### Metal layers overlaid, run 1

Only two layers are drawn.
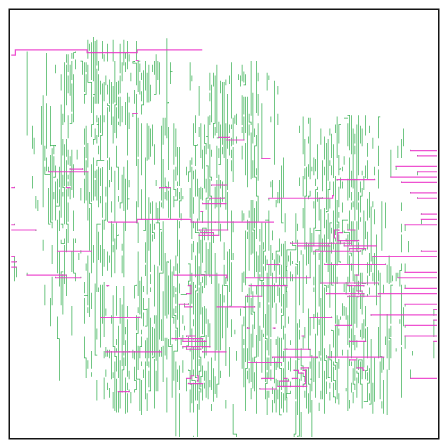
### Sequential cells grouped by signal name, run 1

The bar under the picture is 20 µm long.
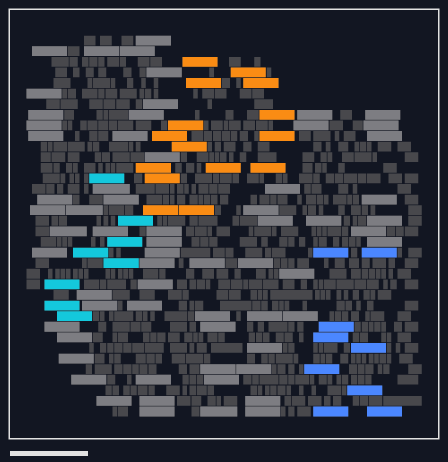
### Signal wires on met1, run 1

The bar under the picture is 20 µm long. Supply wires on this layer in gray. Cells faint in the background.
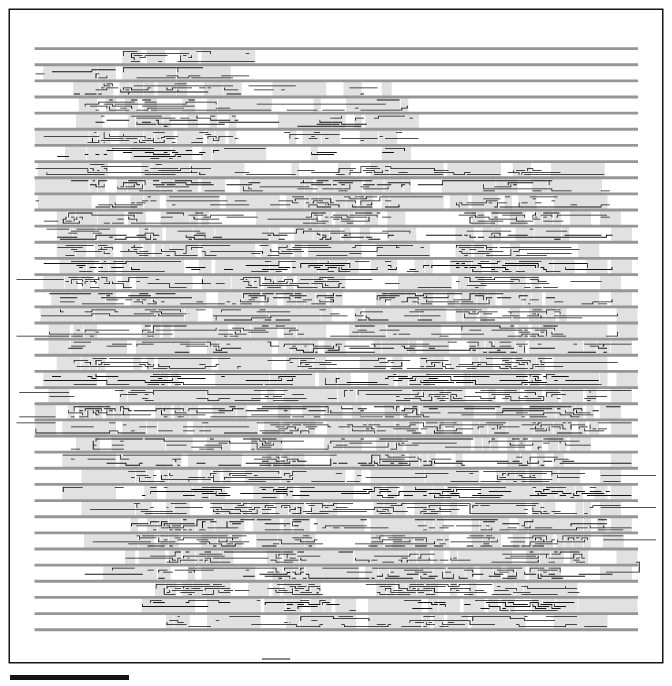
### Port wiring, run 1

The bar under the picture is 20 µm long.
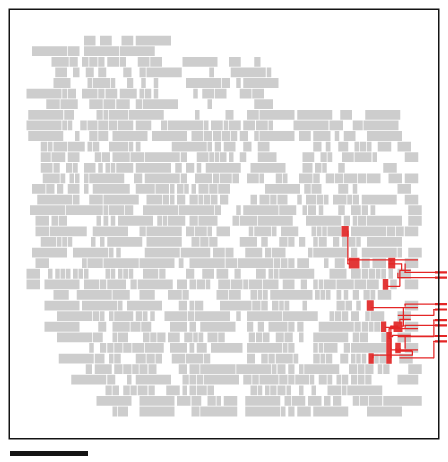
`src/rtl/uart_echo_tester.sv`:
```
// Host-side UART echo sequencer: sends incrementing 8N1 bytes, checks each echo, counts errors.
// txd falls one cycle after an accepted start; done pulses one cycle after the last NEXT.
module uart_echo_tester #(
  parameter int CLKS_PER_BIT = 434,
  parameter int TIMEOUT_BITS = 40
) (
  input  logic       clk,
  input  logic       rst_n,
  input  logic       start,
  input  logic [7:0] seed,
  input  logic [7:0] count,
  input  logic       rxd,
  output logic       txd,
  output logic       busy,
  output logic       done,
  output logic       pass,
  output logic [7:0] err_count,
  output logic [7:0] last_rx
);

  localparam int CW     = $clog2(CLKS_PER_BIT);
  localparam int TO_CYC = TIMEOUT_BITS * CLKS_PER_BIT;
  localparam int TW     = $clog2(TO_CYC);
  localparam logic [CW-1:0] BIT_LAST  = CW'(CLKS_PER_BIT - 1);
  localparam logic [CW-1:0] HALF_LAST = CW'(CLKS_PER_BIT / 2 - 1);
  localparam logic [TW-1:0] TO_LAST   = TW'(TO_CYC - 1);

  typedef enum logic [1:0] {S_IDLE, S_SEND, S_WAIT, S_NEXT} state_t;
  typedef enum logic [1:0] {RX_IDLE, RX_START, RX_DATA} rx_state_t;

  state_t          state;
  logic [7:0]      byte_val;
  logic [8:0]      remaining;
  logic [3:0]      tx_bit;
  logic [CW-1:0]   tx_cnt;
  logic [TW-1:0]   to_cnt;
  logic            to_flag;

  rx_state_t       rx_state;
  logic            rx_s1, rx_s2, rx_s3;
  logic [CW-1:0]   rx_cnt;
  logic [3:0]      rx_bit;
  logic [7:0]      rx_sh;
  logic            rx_vld;
  logic            rx_ferr;

  logic            rx_clr;
  logic            byte_err;

  // Holding register is armed fresh at the first cycle of every start bit we send.
  assign rx_clr   = (state == S_SEND) && (tx_bit == 4'd0) && (tx_cnt == '0);
  assign byte_err = to_flag || rx_ferr || (last_rx != byte_val);

  always_ff @(posedge clk or negedge rst_n) begin
    if (!rst_n) begin
      state     <= S_IDLE;
      txd       <= 1'b1;
      busy      <= 1'b0;
      done      <= 1'b0;
      pass      <= 1'b0;
      err_count <= 8'd0;
      byte_val  <= 8'd0;
      remaining <= 9'd0;
      tx_bit    <= 4'd0;
      tx_cnt    <= '0;
      to_cnt    <= '0;
      to_flag   <= 1'b0;
    end else begin
      done <= 1'b0;
      case (state)
        S_IDLE: begin
          // A start coinciding with done belongs to the run that just ended.
          if (start && !done) begin
            byte_val  <= seed;
            remaining <= (count == 8'd0) ? 9'd256 : {1'b0, count};
            err_count <= 8'd0;
            pass      <= 1'b0;
            busy      <= 1'b1;
            txd       <= 1'b0;
            tx_bit    <= 4'd0;
            tx_cnt    <= '0;
            state     <= S_SEND;
          end
        end
        S_SEND: begin
          if (tx_cnt == BIT_LAST) begin
            tx_cnt <= '0;
            if (tx_bit == 4'd9) begin
              to_cnt  <= '0;
              to_flag <= 1'b0;
              state   <= S_WAIT;
            end else begin
              tx_bit <= tx_bit + 4'd1;
              txd    <= (tx_bit == 4'd8) ? 1'b1 : byte_val[tx_bit[2:0]];
            end
          end else begin
            tx_cnt <= tx_cnt + 1'b1;
          end
        end
        S_WAIT: begin
          if (rx_vld) begin
            state <= S_NEXT;
          end else if (to_cnt == TO_LAST) begin
            to_flag <= 1'b1;
            state   <= S_NEXT;
          end else begin
            to_cnt <= to_cnt + 1'b1;
          end
        end
        S_NEXT: begin
          byte_val  <= byte_val + 8'd1;
          remaining <= remaining - 9'd1;
          if (byte_err && err_count != 8'hFF)
            err_count <= err_count + 8'd1;
          if (remaining == 9'd1) begin
            done  <= 1'b1;
            busy  <= 1'b0;
            pass  <= (err_count == 8'd0) && !byte_err;
            state <= S_IDLE;
          end else begin
            txd    <= 1'b0;
            tx_bit <= 4'd0;
            tx_cnt <= '0;
            state  <= S_SEND;
          end
        end
        default: state <= S_IDLE;
      endcase
    end
  end

  always_ff @(posedge clk or negedge rst_n) begin
    if (!rst_n) begin
      rx_s1    <= 1'b1;
      rx_s2    <= 1'b1;
      rx_s3    <= 1'b1;
      rx_state <= RX_IDLE;
      rx_cnt   <= '0;
      rx_bit   <= 4'd0;
      rx_sh    <= 8'd0;
      rx_vld   <= 1'b0;
      rx_ferr  <= 1'b0;
      last_rx  <= 8'd0;
    end else begin
      rx_s1 <= rxd;
      rx_s2 <= rx_s1;
      rx_s3 <= rx_s2;
      if (rx_clr) begin
        rx_vld  <= 1'b0;
        rx_ferr <= 1'b0;
      end
      case (rx_state)
        RX_IDLE: begin
          if (rx_s3 && !rx_s2) begin
            rx_cnt   <= '0;
            rx_state <= RX_START;
          end
        end
        RX_START: begin
          if (rx_cnt == HALF_LAST) begin
            rx_cnt   <= '0;
            rx_bit   <= 4'd0;
            rx_state <= rx_s2 ? RX_IDLE : RX_DATA;
          end else begin
            rx_cnt <= rx_cnt + 1'b1;
          end
        end
        RX_DATA: begin
          if (rx_cnt == BIT_LAST) begin
            rx_cnt <= '0;
            if (rx_bit == 4'd8) begin
              last_rx  <= rx_sh;
              rx_vld   <= 1'b1;
              rx_ferr  <= !rx_s2;
              rx_state <= RX_IDLE;
            end else begin
              rx_sh  <= {rx_s2, rx_sh[7:1]};
              rx_bit <= rx_bit + 4'd1;
            end
          end else begin
            rx_cnt <= rx_cnt + 1'b1;
          end
        end
        default: rx_state <= RX_IDLE;
      endcase
    end
  end

endmodule

```
`config.mk`:
```
export PLATFORM = sky130hd
export DESIGN_NAME = uart_echo_tester
export DESIGN_NICKNAME = d
export VERILOG_FILES = /design/src/rtl/uart_echo_tester.sv
export SDC_FILE = /design/constraint.sdc
export NUM_CORES = 1
export LEC_CHECK = 0
export CAP_MARGIN = 20
export CORE_MARGIN = 4
export CORE_UTILIZATION = 55
export CTS_CLUSTER_DIAMETER = 120
export DETAILED_ROUTE_END_ITERATION = 8
export GPL_ROUTABILITY_DRIVEN = 0
export GPL_TIMING_DRIVEN = 0
export PLACE_DENSITY = 0.83
export SLEW_MARGIN = 40
export SYNTH_ARGS = -nofsm -noshare
export SYNTH_HDL_FRONTEND = slang
export SYNTH_SLANG_ARGS = --single-unit
```
`constraint.sdc`:
```
create_clock -name clk -period 2.86 [get_ports clk]
set_input_delay 0.429 -clock clk [delete_from_list [all_inputs] [get_ports clk]]
set_output_delay 0.429 -clock clk [all_outputs]
set_load 0.01 [all_outputs]
```
==> CHANGELOG.md, run 1 <==
## Flow update

* Outcome: finished clean
* Largest net degree at the start of global routing at 75
* Sequential area share after synthesis at 42.2%
* CTS tree: built
* Initial DRC Count at 369
* Slew at the pin closest to its max-slew limit at 675 ps
* CTS clk-pin slew, worst paths at 90 ps
* Die Ht at 110 µm
* Sinks on the clock net at 96
* First-pass GRT wire length at 23100 µm
* Insertion Delay late pin at 360 ps
* GRT Residual Overflow at 0
* Vias in the first global route at 4928
* DRC violations left at 0
* Flip-flops with a built-in enable at 0
* Power per cell area at 417 nW/µm²
* Layout area overhead at 14.0%
* Unrepaired setup endpoints after global routing: false
* Most frequent cells after synthesis: dfrtp_1, nand2_1, nor2_1, o21ai_0, a21oi_1
* DP HPWL at 9620 µm
* CP Capture Type: flop
* Final hold vios at 0
* Max Slew Vio Count at 0
* Fin crit period at 2630 ps
* Yosys warnings at 0
* # Post-CTS Setup Buffers at 0
* # Cells Yosys at 632
* Routed vias/inst at 6.15
* Min-delay worst type: reg -> reg
* Ys flop type: dfrtp_1
* Highest clock rate at 381 MHz
* Setup_tns at 0 ps
* Worst Setup Path Type: reg -> reg
* Crit path DRT at 3120 ps
* #FFs+latches synth at 96
* # fillers at 779
* Area after DPL at 6300 µm²
* Post-Syn Instances at 632
* Startpoint Class: flop
* Die area at 12100 µm²
* Final WS setup at 235 ps
* Maximum vdd drop at 0.314 mV
* Routing usage on met2 at 40.1%
* Top Usage Layer GRT: met2
* Distinct cells, synth at 65
* Ys async rst share at 100%
* Cell area leaders: dfrtp_1, ha_1, nand2_1
* Number of diodes at 0
* Row count at 36
* Share of layout cells above drive strength 1 at 6.39%
* H-tree levels at 3
* Slew HR at 54.7%
* Leak pwr at 2.83 nW
* Placed instance count at 805
* YS chip area at 5710 µm²
* Initial antenna violation count at 0
* Antenna Nets Post-Route at 0
* CTS max path bufs at 2
* Final setup viols at 0
* Critical-path maximum fanout at 10
* Final instance area at 6500 µm²
* Critical Path AT at 2880 ps
* Post-CTS Resized at 0
* Clk root buf: clkbuf_8
* Log Warnings at 42
* Core Box Area at 9950 µm²
* Nets at 730
* Max-area cell share at 40.3%
* Max-Cap Viols at 0
* Count leader, synth: dfrtp_1
* Detailed Routing Iterations Pass 1 at 5
* Met3 usage at 3.46%
* Init Core Util at 57.3%
* Post-Syn Nets at 678
* Die Wd at 110 µm
* Pre-CTS WS at 310 ps
* Cycle use final at 91.8%
* Cts bufs inserted at 9
* Non-Filler Instances at 822
* Final Hold Slack at 362 ps
* Mean Syn Cell Area at 9.03 µm²
* Worst Skew at 14.5 ps
* Synth Cell Area at 5710 µm²
* Post-synth top area cell: dfrtp_1
Notes on 'Metal layers overlaid' above:
[met2] green | wire length: 6700 µm
[met3] magenta | wire length: 738 µm
DR vias: 5056
DR WL/cell: 16.5 µm
drt total wl: 13600 µm
total global-route track usage: 24.0%

Notes on 'Sequential cells grouped by signal name' above:
[rx_sh] cyan | sequential cells: 8 | where: middle left
[remaining] blue | sequential cells: 9 | where: lower right
[to_cnt] orange | sequential cells: 15
not colored: 64
total sequential power: 1.41 mW
final core utilization: 65.3%
sequential share of cell area: 37.0%
Sequential Area: 2410 µm²

Notes on 'Signal wires on met1' above:
wire length on this layer: 5940 µm
nets with wire on the layer: 661
longest straight run: 35.9 µm
grt met1 use: 31.6%

Notes on 'Port wiring' above:
[count] red | direction: input | end cells: 12 | buffers: 8 | wire: 206 µm
I/O Buffers: 39
IO Count: 40

run 1: report_power, final:
group          internal [mW]  total, mW  switching [mW]
Clock                  0.428      0.899           0.472
Sequential              1.38       1.41          0.0235
Combinational          0.154      0.404           0.250
Total                   1.97       2.71           0.745
run 1: final timing paths:
kind                         startpoint      endpoint  cells after the start  slack [ps]
max in group asynchronous         rst_n         rx_s2                      3        1740
min                               rx_s1         rx_s2                      0         360
min in group asynchronous         rst_n  remaining[5]                      2         480
max                        remaining[3]     tx_cnt[7]                      8         230
min reg2reg                       rx_s1         rx_s2                      0         360
max reg2reg                remaining[3]     tx_cnt[7]                      8         230
run 1: kinds of logic (layout without fill, tap and decap cells):
kind of cell | after synthesis | in the layout | synth area share [%]
simple gates | 262 | 262 | 23.7
xor+xnor | 20 | 20 | 3.07
flops | 96 | 96 | 42.2
compound gates | 150 | 150 | 16.9
mux | 23 | 23 | 4.71
buf+inv | 55 | 112 | 3.68
fa+ha+maj | 26 | 26 | 5.70
run 1: worst max-delay path, stage by stage, from the launching register on:
cell	delay [ps]
dfrtp_1	370
clkbuf_1	160
nor4_1	550
nand2_1	220
o21ai_1	360
clkbuf_1	360
buf_2	290
o21ai_0	130
o31ai_1	80
run 1: cell type report:
| cell class | instances | area (µm²) | share of cell area, % |
|---|---|---|---|
| Timing Repair Buffer | 41 | 433 | 6.66 |
| Buffer | 28 | 109 | 1.67 |
| Clock inverter | 5 | 56.3 | 0.866 |
| Tap cell | 133 | 166 | 2.56 |
| Clock buffer | 11 | 141 | 2.17 |
| Multi-Input combinational cell | 481 | 3090 | 47.5 |
| Inverter | 27 | 101 | 1.56 |
| Sequential cell | 96 | 2410 | 37.0 |
run 1: timing repair:
item                                    in CTS  in global routing
hold buffers                                 1                  0
endpoints found under the setup margin       0                  0
hold endpoints to repair                    21                  0
run 1: layer usage:
metal	vias to the layer above	wire (µm)
li1	2392	-
met1	2458	5940
met2	186	6700
met3	20	737
met4	0	193
met5	-	0
run 1: cell usage in the layout (no fill, tap or decap), types with 12 or more instances in the layout:
cell / n
o21ai_0: 42
a21oi_1: 41
nand2_1: 66
nor2b_1: 13
dfrtp_1: 92
ha_1: 26
o22ai_1: 12
nand3_1: 40
clkbuf_1: 23
nand4_1: 18
nor2_1: 53
xor2_1: 12
clkdlybuf4s50_1: 38
inv_1: 26
run 1: stage by stage:
step                total power [mW]  utilization (%)
finish                          2.71             65.3
floorplan                       1.69                -
global placement                1.80             62.9
CTS                             2.72             65.3
detailed placement              1.84             63.2
global route                    2.84             65.3
run 1: registers in the layout, indices dropped and copies added, names as in the netlist, 4 cells and up:
name / flops
tx_bit: 4
byte_val: 8
tx_cnt: 9
to_cnt: 15
last_rx: 8
rx_bit: 4
err_count: 8
remaining: 9
rx_sh: 8
rx_cnt: 9
--- run 2 (diff from run 1) ---
--- a/config.mk
+++ b/config.mk
@@ -7,12 +7,11 @@
 export LEC_CHECK = 0
 export CAP_MARGIN = 20
 export CORE_MARGIN = 4
-export CORE_UTILIZATION = 55
+export CORE_UTILIZATION = 54
 export CTS_CLUSTER_DIAMETER = 120
 export DETAILED_ROUTE_END_ITERATION = 8
 export GPL_ROUTABILITY_DRIVEN = 0
-export GPL_TIMING_DRIVEN = 0
-export PLACE_DENSITY = 0.83
+export PLACE_DENSITY = 0.85
 export SLEW_MARGIN = 40
 export SYNTH_ARGS = -nofsm -noshare
 export SYNTH_HDL_FRONTEND = slang
==> constraint.sdc (replaced) <==
create_clock -name clk -period 2.2 [get_ports clk]
set_input_delay 0.33 -clock clk [delete_from_list [all_inputs] [get_ports clk]]
set_output_delay 0.33 -clock clk [all_outputs]
set_load 0.01 [all_outputs]
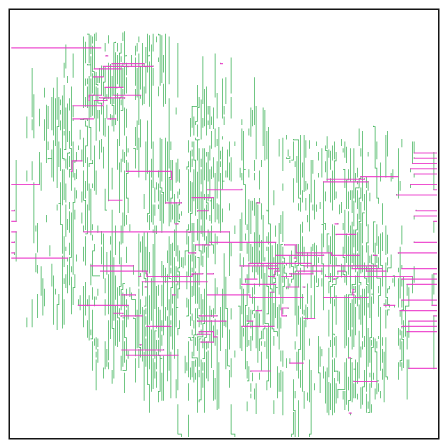
*Metal layers overlaid, run 2*
Only two layers are drawn.
[met3] magenta | wire length: 785 µm
[met2] green | wire length: 6750 µm
DR WL/cell: 16.6 µm
DR vias: 5065
drt total wl: 13800 µm
total global-route track usage: 22.9%

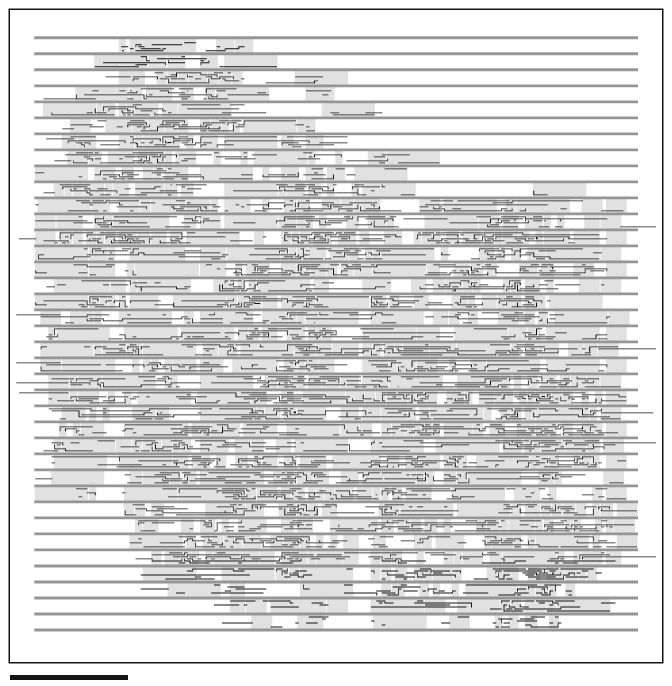
*Signal wires on met1, run 2*
The bar under the picture is 20 µm long. Supply wires on this layer in gray. Cells faint in the background.
longest straight run: 25.3 µm
main direction: horizontal
grt met1 use: 29.1%

==> CHANGELOG.md, run 2 <==
## Flow update

* Final instance area at 6730 µm²
* Max reg flops at 15
* Share of layout cells above drive strength 1 at 11.6%
* Mean Syn Cell Area at 9.03 µm²
* CTS tree: built
* Startpoint Class: flop
* Unrepaired setup endpoints after global routing: false
* Clk root buf: clkbuf_8
* Init Core Util at 55.3%
* Die Wd at 111 µm
* Largest Register: to_cnt
* Top cells excl fill/tap: dfrtp_1, nand2_1, nor2_1
* Ys flop type: dfrtp_1
* Distinct cells, synth at 65
* Ys async rst share at 100%
* Sequential area share after synthesis at 42.2%
* Yosys warnings at 0
* CTS clk-pin slew, worst paths at 90 ps
* Critical Path AT at 2410 ps
* Largest net degree at the start of global routing at 79
* Outcome: finished clean
* Leak pwr at 2.99 nW
* IO Count at 40
* Worst Setup Path Type: reg -> reg
* GRT Residual Overflow at 0
* Flip-flops with a built-in enable at 0
* Routed vias/inst at 6.09
* Antenna Nets Post-Route at 0
* Synth Cell Area at 5710 µm²
* Fin crit period at 2110 ps
* # Cells Yosys at 632
* Row count at 37
* Cycle use final at 95.7%
* I/O Buffers at 39
* Area after DPL at 6430 µm²
* CTS max path bufs at 2
* First-pass GRT wire length at 23600 µm
* CP Capture Type: flop
* Max-Cap Viols at 0
* DRC violations left at 0
* Highest clock rate at 475 MHz
* Post-Syn Instances at 632
* Final Hold Slack at 353 ps
* Max Slew Vio Count at 0
* Final hold vios at 0
* Core Box Area at 10300 µm²
* Maximum vdd drop at 0.482 mV
* Cts bufs inserted at 9
* Max-area cell share at 40.3%
* H-tree levels at 3
* Most frequent cells after synthesis: dfrtp_1, nand2_1, nor2_1, o21ai_0, a21oi_1
* Number of diodes at 0
* Final WS setup at 93.6 ps
* Slew HR at 68.5%
* Sinks on the clock net at 96
* Crit path DRT at 2500 ps
* Post-Syn Nets at 678
* Power per cell area at 563 nW/µm²
* Post-synth top area cell: dfrtp_1
* Initial DRC Count at 646
* Slew at the pin closest to its max-slew limit at 467 ps
* Critical-path maximum fanout at 6
* Pre-CTS WS at 58.2 ps
* #FFs+latches synth at 96
* Design Power at 3.79 mW
* Log Warnings at 42
* Initial antenna violation count at 0
* Die area at 12300 µm²
* Min-delay worst type: in -> reg
* Count leader, synth: dfrtp_1
* WHS Path Cells at 1
* Top logic cell by instance count in the layout: dfrtp_1
* DP HPWL at 9600 µm
* R2r worst-path depth at 6
* Setup_tns at 0 ps
* YS chip area at 5710 µm²
* # fillers at 794
* Die Ht at 111 µm
* Layout area overhead at 17.9%
* Cell area leaders: dfrtp_1, ha_1, nand2_1
* Insertion Delay late pin at 380 ps
* Worst Skew at 13.5 ps
* Nets at 737
* Vias in the first global route at 4974
* Detailed Routing Iterations Pass 1 at 7
* Final setup viols at 0
[run 2: worst max-delay path, stage by stage (launching register included)]
cell and delay [ps]:
dfrtp_2 450, or4b_4 570, o31ai_4 350, buf_4 170, nor2b_1 250, nand2_1 80, o21ai_0 150
[run 2: worst paths after layout]
| path | slack (ps) | end | start |
|---|---|---|---|
| setup / recovery | 90 | to_cnt[0] | tx_cnt[6] |
| setup reg to reg | 90 | to_cnt[0] | tx_cnt[6] |
| max in group asynchronous | 1140 | rx_s1 | rst_n |
| min in group asynchronous | 360 | err_count[3] | rst_n |
| hold / removal | 350 | rx_s1 | rxd |
| hold reg to reg | 370 | rx_s2 | rx_s1 |
[run 2: logic make-up after synthesis]
family,Yosys count,synth area share [%]
simple gates,262,23.7
compound gates,150,16.9
flops,96,42.2
buf+inv,55,3.68
fa+ha+maj,26,5.70
mux,23,4.71
xor+xnor,20,3.07
[run 2: area by class of cell]
class	count	area (µm²)	area share (%)
clock inverter	7	118	1.75
clock buffer	9	124	1.84
sequential	96	2410	35.8
multi-input combinational	481	3100	46.0
inverter	27	101	1.51
timing repair buffer	76	709	10.5
tap	136	170	2.53
[run 2: repair_timing]
action                     4_1_cts  5_1_grt
hold endpoints to repair        18        0
setup endpoints to repair        0       12
hold buffers                     1        0
gates resized                    0        5
buffers inserted                 0        5
[run 2: metrics by stage]
step | util [%] | cells
6_report | 65.2 | 832
5_1_grt | 65.2 | 832
4_1_cts | 64.7 | 827
3_5_place_dp | 62.2 | 810
3_3_place_gp | 62.2 | 810
2_1_floorplan | - | 632
[run 2: power breakdown]
group	internal, mW	switching (mW)
clock	0.757	0.657
combinational	0.223	0.319
sequential	1.80	0.0315
total	2.78	1.01
[run 2: metal layers]
metal  vias to the layer above  track usage [%]  routed length [µm]
li1                       2407                -                   -
met5                         -                0                   0
met2                       184             38.3                6750
met4                         0             10.0                 304
met3                        34             4.31                 785
met1                      2440             29.1                5980
No activity file was given, so power comes from the tool's default toggle rates.
